run_1/ff_map.png
Scale: 2 px per micron.
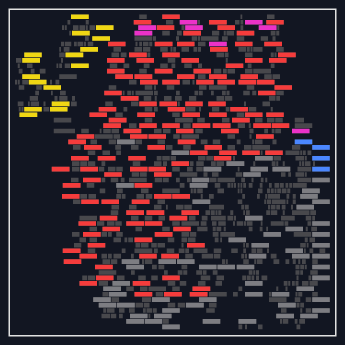
run_1/m2.png
Scale: 2 px per micron.
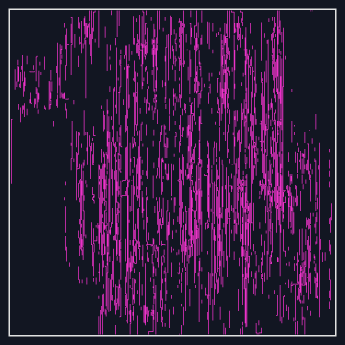
run_1/clock_nets.png
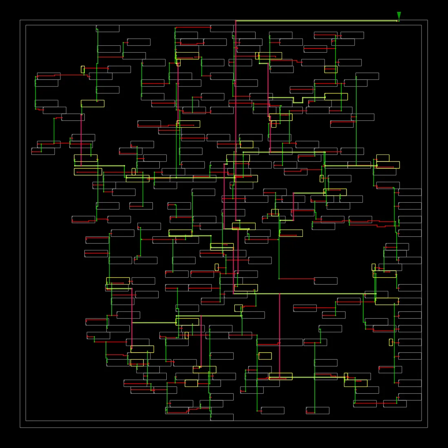
### src/rtl/sva_sched_pkg.sv
// sva_sched_pkg: shared slot record, scheduler FSM encoding and counter width
package sva_sched_pkg;
    localparam int CNT_W = 16;
    localparam int SLOT_FIELD_W = 32;
    typedef enum logic [2:0] {IDLE, SCAN, REQ, SPAWN_REQ, DONE} fsm_e;
    typedef struct packed {
        logic                    active;
        logic [SLOT_FIELD_W-1:0] start;
        logic [SLOT_FIELD_W-1:0] state;
    } slot_t;
endpackage

### src/rtl/sva_prio_enc.sv
// sva_prio_enc: index of the lowest set bit of a request vector
module sva_prio_enc #(
    parameter int N = 8,
    localparam int IW = $clog2(N)
) (
    input  logic [N-1:0]  req_i,
    output logic [IW-1:0] idx_o,
    output logic          found_o
);
    always_comb begin
        idx_o = '0;
        for (int i = N - 1; i >= 0; i--) idx_o = req_i[i] ? IW'(i) : idx_o;
    end
    assign found_o = |req_i;
endmodule

### src/rtl/sva_thread_sched.sv
// sva_thread_sched: per-tick round-robin of SVA thread slots through a shared evaluator
module sva_thread_sched
    import sva_sched_pkg::*;
#(
    parameter int SLOT_NUM    = 8,
    parameter int STATE_WIDTH = 8,
    parameter int TIMER_WIDTH = 8,
    parameter int INIT_STATE  = 0,
    localparam int IW = $clog2(SLOT_NUM)
) (
    input  logic                   sys_clk,
    input  logic                   sys_rst,
    input  logic                   tick,
    output logic                   eval_req,
    output logic [IW-1:0]          eval_slot,
    output logic [STATE_WIDTH-1:0] eval_state,
    output logic [TIMER_WIDTH-1:0] eval_start,
    input  logic                   eval_ack,
    input  logic [STATE_WIDTH-1:0] eval_next_state,
    input  logic                   eval_keep,
    input  logic                   eval_succ,
    input  logic                   eval_fail,
    output logic                   busy,
    output logic [IW:0]            active_cnt,
    output logic [TIMER_WIDTH-1:0] period,
    output logic [CNT_W-1:0]       succ_cnt,
    output logic [CNT_W-1:0]       fail_cnt,
    output logic                   missed_tick,
    output logic                   overflow
);
    fsm_e                   state_q, state_d;
    slot_t                  slot_q [SLOT_NUM];
    logic [SLOT_NUM-1:0]    act, act_d, pend_q;
    logic [IW-1:0]          pend_idx, free_idx, cur_q;
    logic                   pend_any, free_any, ack;
    logic [STATE_WIDTH-1:0] cur_state_q;
    logic [TIMER_WIDTH-1:0] cur_start_q, period_q, round_period_q;
    logic [CNT_W-1:0]       succ_q, fail_q;
    logic [IW:0]            pop, active_cnt_q;
    logic                   missed_q, overflow_q;

    sva_prio_enc #(.N(SLOT_NUM)) u_next (.req_i(pend_q), .idx_o(pend_idx), .found_o(pend_any));
    sva_prio_enc #(.N(SLOT_NUM)) u_free (.req_i(~act), .idx_o(free_idx), .found_o(free_any));

    assign eval_req    = state_q == REQ || state_q == SPAWN_REQ;
    assign ack         = eval_req && eval_ack;
    assign busy        = state_q != IDLE;
    assign eval_slot   = cur_q;
    assign eval_state  = cur_state_q;
    assign eval_start  = cur_start_q;
    assign period      = period_q;
    assign succ_cnt    = succ_q;
    assign fail_cnt    = fail_q;
    assign active_cnt  = active_cnt_q;
    assign missed_tick = missed_q;
    assign overflow    = overflow_q;

    always_comb begin
        state_d = state_q;
        case (state_q)
            IDLE:      state_d = tick ? SCAN : IDLE;
            SCAN:      state_d = pend_any ? REQ : free_any ? SPAWN_REQ : DONE;
            REQ:       state_d = eval_ack ? SCAN : REQ;
            SPAWN_REQ: state_d = eval_ack ? DONE : SPAWN_REQ;
            default:   state_d = IDLE;
        endcase
    end

    // An ack leaves the addressed slot active exactly when the evaluator asks to keep it,
    // which covers both retiring an existing thread and committing a spawn.
    always_comb begin
        act_d = act;
        pop   = '0;
        for (int i = 0; i < SLOT_NUM; i++) act[i] = slot_q[i].active;
        act_d = act;
        if (ack) act_d[cur_q] = eval_keep;
        for (int i = 0; i < SLOT_NUM; i++) pop = pop + (IW + 1)'(act_d[i]);
    end

    always_ff @(posedge sys_clk or posedge sys_rst) begin
        if (sys_rst) begin
            state_q        <= IDLE;
            for (int i = 0; i < SLOT_NUM; i++) slot_q[i] <= '0;
            pend_q         <= '0;
            cur_q          <= '0;
            cur_state_q    <= '0;
            cur_start_q    <= '0;
            period_q       <= '0;
            round_period_q <= '0;
            succ_q         <= '0;
            fail_q         <= '0;
            active_cnt_q   <= '0;
            missed_q       <= 1'b0;
            overflow_q     <= 1'b0;
        end else begin
            state_q      <= state_d;
            period_q     <= period_q + TIMER_WIDTH'(tick);
            missed_q     <= tick && busy;
            overflow_q   <= state_q == SCAN && !pend_any && !free_any;
            active_cnt_q <= pop;
            // Spawned threads start at the period of the tick that opened the round.
            if (state_q == IDLE && tick) begin
                pend_q         <= act;
                round_period_q <= period_q;
            end
            if (state_q == SCAN) begin
                cur_q       <= pend_any ? pend_idx : free_idx;
                cur_state_q <= pend_any ? STATE_WIDTH'(slot_q[pend_idx].state) : STATE_WIDTH'(INIT_STATE);
                cur_start_q <= pend_any ? TIMER_WIDTH'(slot_q[pend_idx].start) : round_period_q;
                if (pend_any) pend_q[pend_idx] <= 1'b0;
            end
            if (ack) begin
                slot_q[cur_q].active <= eval_keep;
                if (eval_keep) begin
                    slot_q[cur_q].state <= SLOT_FIELD_W'(eval_next_state);
                    slot_q[cur_q].start <= SLOT_FIELD_W'(cur_start_q);
                end
            end
            if (ack && eval_succ && succ_q != '1) succ_q <= succ_q + CNT_W'(1);
            if (ack && eval_fail && fail_q != '1) fail_q <= fail_q + CNT_W'(1);
        end
    end
endmodule

### config.mk
export PLATFORM = sky130hd
export DESIGN_NAME = sva_thread_sched
export DESIGN_NICKNAME = d
export VERILOG_FILES = /design/src/rtl/sva_sched_pkg.sv /design/src/rtl/sva_prio_enc.sv /design/src/rtl/sva_thread_sched.sv
export SDC_FILE = /design/constraint.sdc
export NUM_CORES = 1
export LEC_CHECK = 0
export CELL_PAD_IN_SITES_DETAIL_PLACEMENT = 0
export CELL_PAD_IN_SITES_GLOBAL_PLACEMENT = 1
export CORE_MARGIN = 2
export CORE_UTILIZATION = 40
export DETAILED_ROUTE_END_ITERATION = 10
export DONT_BUFFER_PORTS = 1
export GPL_ROUTABILITY_DRIVEN = 1
export PLACE_DENSITY = 0.7
export SLEW_MARGIN = 0
export SYNTH_ARGS = -nofsm -noshare
export SYNTH_HDL_FRONTEND = slang
export SYNTH_SLANG_ARGS = --single-unit
### constraint.sdc
create_clock -name sys_clk -period 6.9 [get_ports sys_clk]
set_input_delay 1.38 -clock sys_clk [delete_from_list [all_inputs] [get_ports sys_clk]]
set_output_delay 1.38 -clock sys_clk [all_outputs]
set_load 0.02 [all_outputs]
==> notes.md, run 1 <==
Implementation status.

- The iteration tally of the first detailed-router pass is 4.
- For the worst setup path, the data required time is between 7 and 8 ns.
- The repair_antennas step left the layout with diodes totalling 0.
- The critical path class is in -> reg.
- For this design the ratio of total power to cell area is about 470 nW/um^2.
- Per STA, the worst path accumulates the most delay in the family adder cells.
- The final layout report lists a non-clock inverter count of 16.
- The arithmetic-cell share of the synthesized area counting full adders, half adders and majority gates is 0.0167.
- The count of buffers added by post-CTS timing repair for setup is 0.
- The count of pins over their slew limit is 0.
- The largest cell class by area is sequential cells.
- In this run the standard cell core region covers between 20000 and 25000 sq um.
- Checking max transition, the worst relative margin is 0.365.
- Summing internal, switching and leakage power gives 5200 uW.
- The report puts the hold buffer count at CTS at 0.
- The slowest cell on the critical path is sky130_fd_sc_hd__fa_1.
- The flow ran to the end, and the final reports show no timing, DRC or antenna violations.
- The portion of the post-synthesis area used by sequential elements is 0.548.
- The clock edge transition at the registers on the reported setup and hold paths is around 0.06 ns.
- The inserted tap cell count is roughly 330.
- The critical path depth is 13.
- The top logic cell family in the synthesized netlist is multiplexers.
- For reference, the post-synthesis area per instance comes to between 10 and 15 sq um.
- The final layout reports a setup TNS of 0 ns.
- In this run the critical register-to-register path is launched from state_q[2].
- Setup repair after global routing left no endpoint under its margin.
- Nets still carrying antenna violations after routing amount to 0.
- The worst hold endpoint is slot_q[227].
About ff_map.png:
| name in the netlist | color | placed flops |
|---|---|---|
| slot_q | red | 128 |
| active_cnt | blue | 4 |
| fail_cnt | yellow | 16 |
| eval_state | magenta | 8 |
not colored: 64

About m2.png:
share of all routed wire: 47%
longest straight run: 87.0 microns

About clock_nets.png:
TritonCTS Buffers: 25
TritonCTS Sinks: 220
Clock Latency Late Sink: 0.52 ns

[run 1: per-layer routing]
metal	wire [microns]	global-route usage	vias up	part of all wire
met2	10900	0.293	125	0.47
met4	464	0.0471	0	0.020
li1	-	-	2900	-
met3	1180	0.0321	33	0.051
met1	10600	0.251	3214	0.46
met5	0	0	-	0
[run 1: stage by stage]
stage / cells / area, sq um / utilization
after CTS: 1140 / 11100 / 0.448
after global placement: 1095 / 10400 / 0.416
after floorplan: 785 / 10100 / -
final: 1140 / 11100 / 0.448
after detailed placement: 1095 / 10400 / 0.416
after global routing: 1140 / 11100 / 0.448
[run 1: where the power goes]
group	leakage, uW	total [uW]	switching (uW)	internal (uW)
Sequential	0.00289	2280	541	1740
Combinational	0.00192	1630	894	739
Clock	0.000386	1290	517	771
Total	0.00520	5200	1950	3250
==> run 2: changes to the inputs <==
PLACE_DENSITY = 0.68   (was 0.7)
clock period = 4.1 ns   (was 6.9 ns; I/O delays follow)
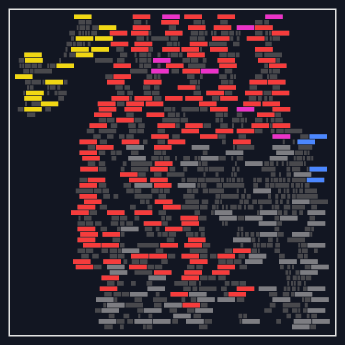
run_2/ff_map.png
Scale: 2 px per micron.
| name in the netlist | color | placed flops |
|---|---|---|
| fail_cnt | yellow | 16 |
| eval_state | magenta | 8 |
| active_cnt | blue | 4 |
| slot_q | red | 128 |
not colored: 64
sequential share of cell area: 0.488
sequential power: 3800 uW
final core area utilization: 0.454
Sequential cell area: 5510 sq um

==> notes.md, run 2 <==
Implementation status.

- The clock edge transition at the registers on the reported setup and hold paths is 0.06 ns.
- The number of cell instances after yosys synthesis is 785.
- In the synthesized netlist, the dominant kind of combinational cell is multiplexers.
- The highest metal layer carrying signal wires in the routed design is met4.
- The data required time at the worst endpoint is roughly 4.5 ns.
- For this run, the number of standard cells in the final layout without fillers is 1151.
- The critical path depth is 14.
- The count of buffers added by post-CTS timing repair for setup is 0.
- The origin of the critical flop-to-flop path is state_q[2].
- The tightest slew margin relative to the limit is 0.308.
- Per the placement report, the placed cell count is 1109.
- Summing internal, switching and leakage power gives around 9000 uW.
- The clock network power is 2230 uW.
- Setup repair after global routing left no endpoint under its margin.
- After detailed routing, the average wire length per cell comes to 20.7 microns.
- The count of pins over their slew limit is 0.
- The antenna diode count is 1.
- Once placement finished, the instance area stood at approximately 10000 sq um.
- The power report attributes to the combinational group a share of 0.319.
- In the layout the tool counted multi-input logic cells amounting to about 520.
- The proportion of total power due to net switching is 0.369.
- The average cell area after synthesis is approximately 13 sq um.
- STA puts the critical path data arrival time at 4.33 ns.
- The inserted tap cell count is ~330.
- The arithmetic-cell share of the synthesized area counting full adders, half adders and majority gates is 0.0167.
- The sequential share of power is 0.429.
- The area of the die is 26400 sq um.
- The number of clock buffers inserted by TritonCTS is 25.
- The wire length on met3 is approximately 1400 microns.
- The internal power contribution is around 5600 uW.
- The placeable core region is between 20000 and 25000 sq um.
- The largest part of the power goes to sequential cells.
- The detail route stage leaves a number of antenna-violating nets equal to 0.
- After routing, the total negative slack on setup checks comes to 0 ns.
- Buffers inserted to repair hold after CTS numbered 0.
- The slowest cell on the critical path is sky130_fd_sc_hd__fa_1.
- Counting the inverters off the clock network in the layout gives 16.
- After detailed routing, the met2 layer carries 11600 microns of wire.
- Combinational cells consume a total of between 2000 and 3000 uW.
- For this design, the sink count on the clock tree is approximately 220.
- The skew report gives the latency at the later pin of the worst-skew pair as 0.51 ns.
- In the final routing, the length of wire on met1 measures around 10000 microns.
- Power spread over the standard cell area amounts to 785 nW/um^2.
- The switching power total is about 3300 uW.
- The power report attributes to the clock group a share of 0.252.
- The flow ran to the end, and the final reports show no timing, DRC or antenna violations.
- Per the area breakdown, the dominant cell category is sequential cells.
==> run 2: cell count changes in the layout (fill, tap and decap cells not counted), sizes merged <==
cell	before	now
buf	9	23
inv	16	15
clkinv	1	4
diode	0	1
clkbuf	41	32
bufinv	1	4
==> run 2: cell families after synthesis <==
group / count (synthesis)
compound gates: 125
xor+xnor: 36
fa+ha+maj: 11
buf+inv: 45
flops: 220
mux: 167
simple gates: 181
==> run 2: layer usage <==
metal	GRT usage	vias to the layer above
li1	-	2911
met5	0	-
met1	0.232	3333
met2	0.314	158
met4	0.0571	0
met3	0.0397	41
==> run 3: changes to the inputs <==
CORE_MARGIN = default   (was 2)
CORE_UTILIZATION = 52   (was 40)
PLACE_DENSITY = 0.83   (was 0.68)
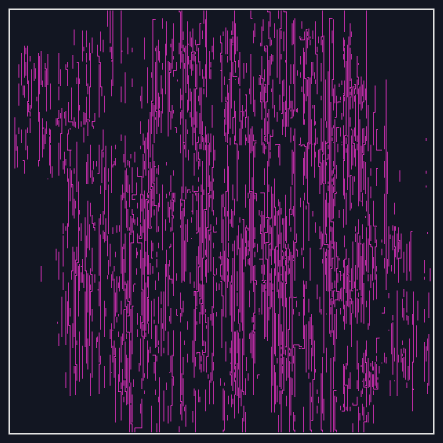
run_3/m2.png
Scale: 3 px per micron.
longest straight run: 105 microns
share of all routed wire: 49%
nets with wire on the layer: 741
main direction: vertical
total via count in the routed design: 6458
met2 Usage GRT: 0.394
total detailed-routing wirelength: 22300 microns

==> notes.md, run 3 <==
Implementation status.

- The share of the Yosys chip area taken by registers is 0.548.
- Summing all flip-flop and latch instances after layout gives around 5500 sq um.
- Measured against its own limit, the worst slew margin works out to 0.257.
- The flow ran to the end, and the final reports show no timing, DRC or antenna violations.
- The power report lists the combinational group at 2850 uW.
- Per report_power, the Sequential row totals between 3000 and 4000 uW.
- The uppermost metal layer occupied by signal nets is met4.
- Once placement completed, the tool counted placed cells totaling ~1.0k.
- The flow reports power dissipated in the clock network as 2040 uW.
- The dominant delay contributor by cell family on the critical path is adder cells.
- For reference, the most critical setup path is categorized as reg -> reg.
- The placeable core region is around 19000 sq um.
- The data arrival time reported for the critical path is roughly 4.3 ns.
- The average detailed-routed wire length per instance is around 21 microns.
- Per the post-CTS timing run, clock transition at the registers of the reported paths is about 0.06 ns.
- The final antenna diode tally reported by the flow is 0.
- For the worst reg-to-reg path, the startpoint reported by OpenROAD is state_q[2].
- The overall power consumption is slightly below 9000 uW.
- Looking at the global route congestion table, the highest-usage layer is met2.
- The iteration tally of the first detailed-router pass is 5.
- The power report lists cell-internal power as 5450 uW.
- The area of the die is 19900 sq um.
- On met3, the global router reports a usage of 0.0465.
- At the later pin of the worst-skew pair, clock insertion delay measures about 0.5 ns.
- Counting buffers and inverters, the worst setup path is 14 cells deep.
- The amount of wire on met2 after detailed routing is approximately 11000 microns.
- The routed metal-1 wire length is approximately 9600 microns.
- The final cell count without fillers is roughly 1.1k.
- The combinational fraction of design power is 0.328.
- The sum of negative setup slack is 0 ns.
- The data required time at the worst endpoint is 4.55 ns.
- The switching component of the power was reported as approximately 3200 uW.
- The number of clock buffers inserted by TritonCTS is 23.
- Setup repair after global routing left no endpoint under its margin.
## run 3: cell counts after synthesis
Identical to the previous run, type by type.
## run 3: logic make-up after synthesis
| group | Yosys count | share of synthesized area |
|---|---|---|
| DFF | 220 | 0.548 |
| xor gates and xnor gates | 36 | 0.0314 |
| buffers and inverters | 45 | 0.0250 |
| muxes | 167 | 0.183 |
| adders and majority gates | 11 | 0.0167 |
| AOI/OAI and AO/OA | 125 | 0.0898 |
| and+or+nand+nor | 181 | 0.106 |
## run 3: area by class of cell
| class | count | area share |
|---|---|---|
| sequential | 220 | 0.495 |
| inverter | 16 | 0.00573 |
| multi-input combinational | 520 | 0.387 |
| clock buffer | 34 | 0.0590 |
| timing repair buffer | 21 | 0.0175 |
| tap | 260 | 0.0292 |
| clock inverter | 5 | 0.00708 |
Power and IR drop assume default switching activity.
